===== config.mk =====
export PLATFORM = sky130hd
export DESIGN_NAME = fx3_wr_scheduler
export DESIGN_NICKNAME = d
export VERILOG_FILES = /design/src/rtl/fx3_wr_scheduler.sv
export SDC_FILE = /design/constraint.sdc
export NUM_CORES = 1
export LEC_CHECK = 0
export CORE_UTILIZATION = 45
export CTS_BUF_LIST = sky130_fd_sc_hd__clkbuf_16
export CTS_CLUSTER_DIAMETER = 200
export DETAILED_ROUTE_END_ITERATION = 16
export PLACE_DENSITY = 0.79
export RECOVER_POWER = 50
export SLEW_MARGIN = 20
export SYNTH_ARGS = -nofsm -noshare
export SYNTH_HDL_FRONTEND = slang
export SYNTH_SLANG_ARGS = --single-unit

===== constraint.sdc =====
create_clock -name clk_100 -period 2.6 [get_ports clk_100]
set_clock_uncertainty 0.1 [all_clocks]
set_input_delay 0.52 -clock clk_100 [delete_from_list [all_inputs] [get_ports clk_100]]
set_output_delay 0.52 -clock clk_100 [all_outputs]
set_load 0.02 [all_outputs]

===== src/rtl/fx3_wr_scheduler.sv =====
// fx3_wr_scheduler: arbitrates two 32-bit streaming sources onto the single
// FX3 slave-FIFO write port. Whole DMA bursts are granted round-robin, each
// gated by the target socket's ready flag. A burst cut short by a stalled
// source or by streaming being disabled is committed with a PKTEND pulse.
// BURST_LEN must be at least 2. ADDR_SETTLE, GAP_CYCLES and IDLE_TIMEOUT must
// each be at least 1.
module fx3_wr_scheduler #(
    parameter int BURST_LEN    = 1024,
    parameter int ADDR_SETTLE  = 3,
    parameter int IDLE_TIMEOUT = 64,
    parameter int GAP_CYCLES   = 3
) (
    input  logic        clk_100,
    input  logic        reset,
    input  logic        enable,
    input  logic [31:0] ch0_data,
    input  logic [31:0] ch1_data,
    input  logic        ch0_valid,
    input  logic        ch1_valid,
    output logic        ch0_ready,
    output logic        ch1_ready,
    input  logic        dma_rdy0,
    input  logic        dma_rdy1,
    output logic [1:0]  faddr,
    output logic [31:0] fdata,
    output logic        slwr_n,
    output logic        pktend_n,
    output logic        slcs_n,
    output logic        grant,
    output logic        busy
);

    localparam int WL_W    = $clog2(BURST_LEN) + 1;
    localparam int ST_W    = $clog2(IDLE_TIMEOUT + 1);
    localparam int CNT_MAX = (ADDR_SETTLE > GAP_CYCLES) ? ADDR_SETTLE : GAP_CYCLES;
    localparam int CNT_W   = $clog2(CNT_MAX + 1);

    typedef enum logic [2:0] {
        S_IDLE,
        S_ADDR,
        S_CHECK,
        S_BURST,
        S_PKTEND,
        S_GAP
    } state_t;

    state_t            state_q, state_d;
    logic              grant_q, grant_d;
    logic              lastGrant_q, lastGrant_d;
    logic [1:0]        faddr_q, faddr_d;
    logic [31:0]       fdata_q, fdata_d;
    logic              slwr_n_q, slwr_n_d;
    logic              pktend_n_q, pktend_n_d;
    logic              slcs_n_q, slcs_n_d;
    logic              busy_q, busy_d;
    logic [CNT_W-1:0]  cnt_q, cnt_d;
    logic [WL_W-1:0]   wordsLeft_q, wordsLeft_d;
    logic [ST_W-1:0]   stallCnt_q, stallCnt_d;

    logic              selValid;
    logic [31:0]       selData;
    logic              selDmaRdy;
    logic              burstReady;
    logic              xfer;
    logic              elig0;
    logic              elig1;
    logic              pick;
    logic              anyWritten;
    logic [ST_W-1:0]   stallInc;

    // Steer the granted channel's handshake, data and socket flag into one path.
    always_comb begin
        selValid   = grant_q ? ch1_valid : ch0_valid;
        selData    = grant_q ? ch1_data  : ch0_data;
        selDmaRdy  = grant_q ? dma_rdy1  : dma_rdy0;
        burstReady = (state_q == S_BURST) && (wordsLeft_q != '0) && enable;
        xfer       = burstReady && selValid;
        ch0_ready  = burstReady && !grant_q;
        ch1_ready  = burstReady && grant_q;
        elig0      = enable && ch0_valid;
        elig1      = enable && ch1_valid;
        pick       = (elig0 && elig1) ? !lastGrant_q : elig1;
        anyWritten = (wordsLeft_q != WL_W'(BURST_LEN));
        stallInc   = (stallCnt_q == ST_W'(IDLE_TIMEOUT)) ? stallCnt_q
                                                         : stallCnt_q + ST_W'(1);
    end

    // Next-state and next-output logic for the arbitration / burst sequencer.
    always_comb begin
        state_d     = state_q;
        grant_d     = grant_q;
        lastGrant_d = lastGrant_q;
        faddr_d     = faddr_q;
        fdata_d     = fdata_q;
        slwr_n_d    = 1'b1;
        pktend_n_d  = 1'b1;
        cnt_d       = cnt_q;
        wordsLeft_d = wordsLeft_q;
        stallCnt_d  = stallCnt_q;

        case (state_q)
            S_IDLE: begin
                if (elig0 || elig1) begin
                    grant_d = pick;
                    faddr_d = {1'b0, pick};
                    cnt_d   = CNT_W'(ADDR_SETTLE);
                    state_d = S_ADDR;
                end
            end
            S_ADDR: begin
                if (!enable) begin
                    state_d = S_IDLE;
                end else if (cnt_q <= CNT_W'(1)) begin
                    state_d = S_CHECK;
                end else begin
                    cnt_d = cnt_q - CNT_W'(1);
                end
            end
            S_CHECK: begin
                if (!enable) begin
                    state_d = S_IDLE;
                end else if (selDmaRdy) begin
                    wordsLeft_d = WL_W'(BURST_LEN);
                    stallCnt_d  = '0;
                    state_d     = S_BURST;
                end else begin
                    state_d = S_IDLE;
                end
            end
            S_BURST: begin
                if (xfer) begin
                    fdata_d     = selData;
                    slwr_n_d    = 1'b0;
                    wordsLeft_d = wordsLeft_q - WL_W'(1);
                    stallCnt_d  = '0;
                    if (wordsLeft_q == WL_W'(1)) begin
                        lastGrant_d = grant_q;
                        cnt_d       = CNT_W'(GAP_CYCLES);
                        state_d     = S_GAP;
                    end
                end else begin
                    stallCnt_d = stallInc;
                    if (!enable || (stallInc == ST_W'(IDLE_TIMEOUT))) begin
                        lastGrant_d = grant_q;
                        if (anyWritten) begin
                            pktend_n_d = 1'b0;
                            state_d    = S_PKTEND;
                        end else begin
                            cnt_d   = CNT_W'(GAP_CYCLES);
                            state_d = S_GAP;
                        end
                    end
                end
            end
            S_PKTEND: begin
                cnt_d   = CNT_W'(GAP_CYCLES);
                state_d = S_GAP;
            end
            S_GAP: begin
                if (cnt_q <= CNT_W'(1)) begin
                    state_d = S_IDLE;
                end else begin
                    cnt_d = cnt_q - CNT_W'(1);
                end
            end
            default: begin
                state_d = S_IDLE;
            end
        endcase

        slcs_n_d = (state_d == S_IDLE);
        busy_d   = (state_d != S_IDLE);
    end

    // State, counters and registered FX3 pad outputs with synchronous reset.
    always_ff @(posedge clk_100) begin
        if (reset) begin
            state_q     <= S_IDLE;
            grant_q     <= 1'b0;
            lastGrant_q <= 1'b1;
            faddr_q     <= 2'b00;
            fdata_q     <= '0;
            slwr_n_q    <= 1'b1;
            pktend_n_q  <= 1'b1;
            slcs_n_q    <= 1'b1;
            busy_q      <= 1'b0;
            cnt_q       <= '0;
            wordsLeft_q <= '0;
            stallCnt_q  <= '0;
        end else begin
            state_q     <= state_d;
            grant_q     <= grant_d;
            lastGrant_q <= lastGrant_d;
            faddr_q     <= faddr_d;
            fdata_q     <= fdata_d;
            slwr_n_q    <= slwr_n_d;
            pktend_n_q  <= pktend_n_d;
            slcs_n_q    <= slcs_n_d;
            busy_q      <= busy_d;
            cnt_q       <= cnt_d;
            wordsLeft_q <= wordsLeft_d;
            stallCnt_q  <= stallCnt_d;
        end
    end

    assign faddr    = faddr_q;
    assign fdata    = fdata_q;
    assign slwr_n   = slwr_n_q;
    assign pktend_n = pktend_n_q;
    assign slcs_n   = slcs_n_q;
    assign grant    = grant_q;
    assign busy     = busy_q;

endmodule


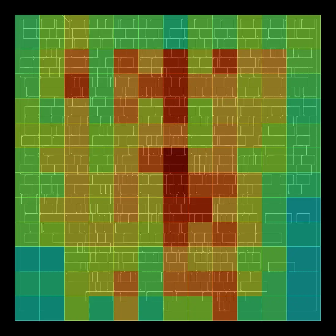
*Congestion heat map*
GR Layer Usage met2: 40.32%
gr usage total: 23.46%
GRT met1 Usage: 28.68%
final core utilization: 68.48%

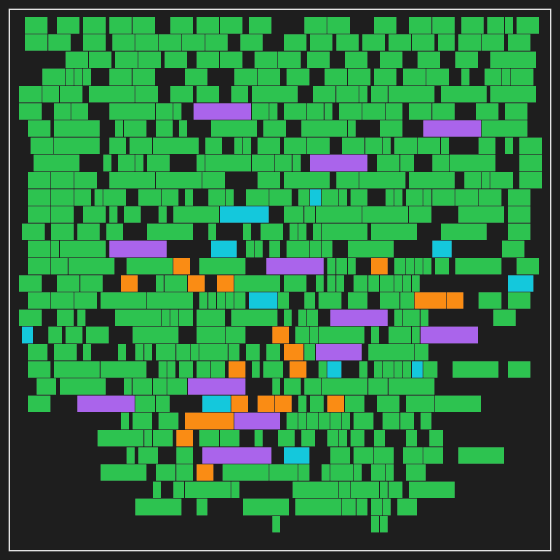
*Cells by drive strength*
| color | size | cells | share |
|---|---|---|---|
| orange | x3 and x4 | 18 | 3.8% |
| cyan | x2 | 11 | 2.3% |
| purple | x6 and larger | 12 | 2.5% |
| green | x1 and smaller | 434 | 91% |
post-route cell area: 0.004627 sq mm
Final Worst Setup Slack: 0.1018 ns

==> deck_impl_summary.md <==
Key Metrics from the Run

Clocking
  – Clk latency late pin: 0.32 ns
  – H-tree Lvls: 3
  – # resized after CTS: 2
  – Hold buffers post-CTS: 0
  – Clock root buffer: clkbuf_16
  – CTS Buffer Depth: 2
  – Worst-path clk slew: 0.05 ns
  – Sink Count: 61
  – CTS tree: built
  – Post-CTS Repair Setup Buffers: 0

Worst hold path
  – Hold Path Class: register to register
  – HP Start: fdata[14]
  – WHS Endpoint: fdata[14]
  – WHS Path Cells: 2

Logic synthesis
  – Synth Seq Share: 39.02%
  – Top post-synthesis cells by count: nor2_1, dfxtp_1, mux2i_1
  – Count of library flops with an enable pin: 0
  – Main synth FF type: dfxtp_1
  – Count leader, synth: nor2_1
  – Mapped Nets: 435
  – #FFs+latches synth: 61
  – Biggest area cells: dfxtp_1, mux2i_1, a211oi_1
  – Yosys xor share: 3.079%
  – Syn avg cell area: 8.741 sq um
  – Max-area cell share: 39.02%
  – Synth Warn #: 0
  – Complex Gates by Area: 18.95%
  – Simple-Gate Area Share: 18.55%
  – Cells after Synth: 358
  – Ys cells: 358
  – Post-synth ARST share: 0%
  – Mux frac, synth: 12.24%
  – Syn Std Cell Area: 0.003129 sq mm
  – Adder Area Share: 2.399%

Drt
  – Remaining DRCs: 1
  – Final WL: 8491 um
  – Via count: 3037
  – Wirelength per Cell: 15.30 um
  – Final ANT Viol Nets: 0
  – Detailed Routing Iterations Pass 1: 10
  – Routed met2 length: 4350 um
  – Metal3 WL: 611 um
  – Top layer in use: met4

Final timing
  – Minimum clock period: 2.498 ns
  – Setup TNS: 0 ns
  – Final setup fails: 0
  – Slew @ Worst Pin: 0.5402 ns
  – Unrepaired setup endpoints after global routing: no
  – Final hold slack: 0.3918 ns
  – Fin. max-slew vios: 0
  – Rel. slew slack: 63.51%
  – Final hold viol count: 0
  – Peak Freq: 400.3 MHz
  – Fin crit share: 96.09%

Flow run
  – Max-cap viol count: 0
  – Tool warnings: 29

Floorplanning
  – Rows: 30
  – Core footprint: 0.006756 sq mm
  – Top Ports: 112
  – Die width: 85.39 um
  – Tap cells: 80
  – Die H: 85.39 um
  – Die area: 0.007291 sq mm

Power and ir drop
  – Seq pwr share: 41.0%
  – P_seq: 958 uW
  – Worst vdd ir: 0.3472 mV
  – P_int: 1821 uW
  – P_sw: 513.0 uW
  – Leakage: 0.001731 uW
  – Top power group: the clock network
  – Combinational power: 249 uW
  – Switching Fraction: 21.98%
  – Comb pwr share: 10.6%
  – Power per Cell Area: 504.5 mW/mm^2
  – Clk power: 1130 uW
  – Clk network pwr share: 48.3%
  – Pwr Total: 2334 uW

Global routing
  – Pin count of the biggest net entering global routing: 40
  – GRT overflow: 0
  – Vias in the first global route: 2805
  – Met3 Use GR: 7.004%
  – Initial antenna violation count: 0
  – First-pass GRT wire length: 13340 um

Placement
  – DP Cell Count: 539
  – GPL Wtd Cong: 0.9227
  – Placed Area: 0.004353 sq mm
  – Detailed Place HPWL: 6293 um
  – # port buffers: 110
  – Dpl ws: -0.1228 ns

Critical path
  – CP startpoint kind: input pin
  – Crit path DAT: 2.61 ns
  – CP max stage delay: 0.59 ns
  – Crit path to: cnt_q[0]
  – CP Launch Point: enable
  – Slowest-stage cell, CP: dlygate4sd3_1
  – CP endpoint kind: register
  – Critical Path RT: 2.71 ns
  – R2r setup slk: 0.20 ns
  – Worst r2r src: stallCnt_q[0]
  – Number of buffers and inverters on the critical path: 3
  – Max FO, Critical Path: 4
  – Critical-path cell list: dlygate4sd3_1 -> nand2b_4 -> clkbuf_1 -> nor3_1 -> buf_4 -> nand2_1 -> a31oi_1 -> nor3_1 -> a32o_1
  – R2R depth: 8
  – Crit Path Category: input pin to register
  – Crit path depth: 9
  – Reg-to-Reg End: lastGrant_q
  – CP top delay family: buffers and inverters
  – Crit path top cell by count: nor3_1

Cells and area
  – Final Net Count: 547
  – Largest cell class: logic gates
  – Inverters: 12
  – Fraction of layout cells with a size suffix above 1: 8.632%
  – Area growth, synth to finish: 47.86%
  – Number of clock buffers in the layout: 9
  – Flop count: 61
  – Non-clock buffers, area share: 26.88%
  – FILL cells: 526
  – Most frequent cells in the layout: clkdlybuf4s50_1, nor2_1, dfxtp_1
  – Max FFs per register: 32
  – Diodes inserted: 0
  – Logic share of the area: 37.43%
  – Fin cells: 555
  – Reg area: 0.001222 sq mm
  – Number of non-clock buffers in the layout: 127
  – Most frequent logic cell in the layout: clkdlybuf4s50_1
  – Logic Gate Count: 259
  – Clk cell area share: 6.138%

Status
  – Failing checks: DRC
  – Status: finished, violations left
Power figures rest on the tool's default switching activity, not on a simulated workload.
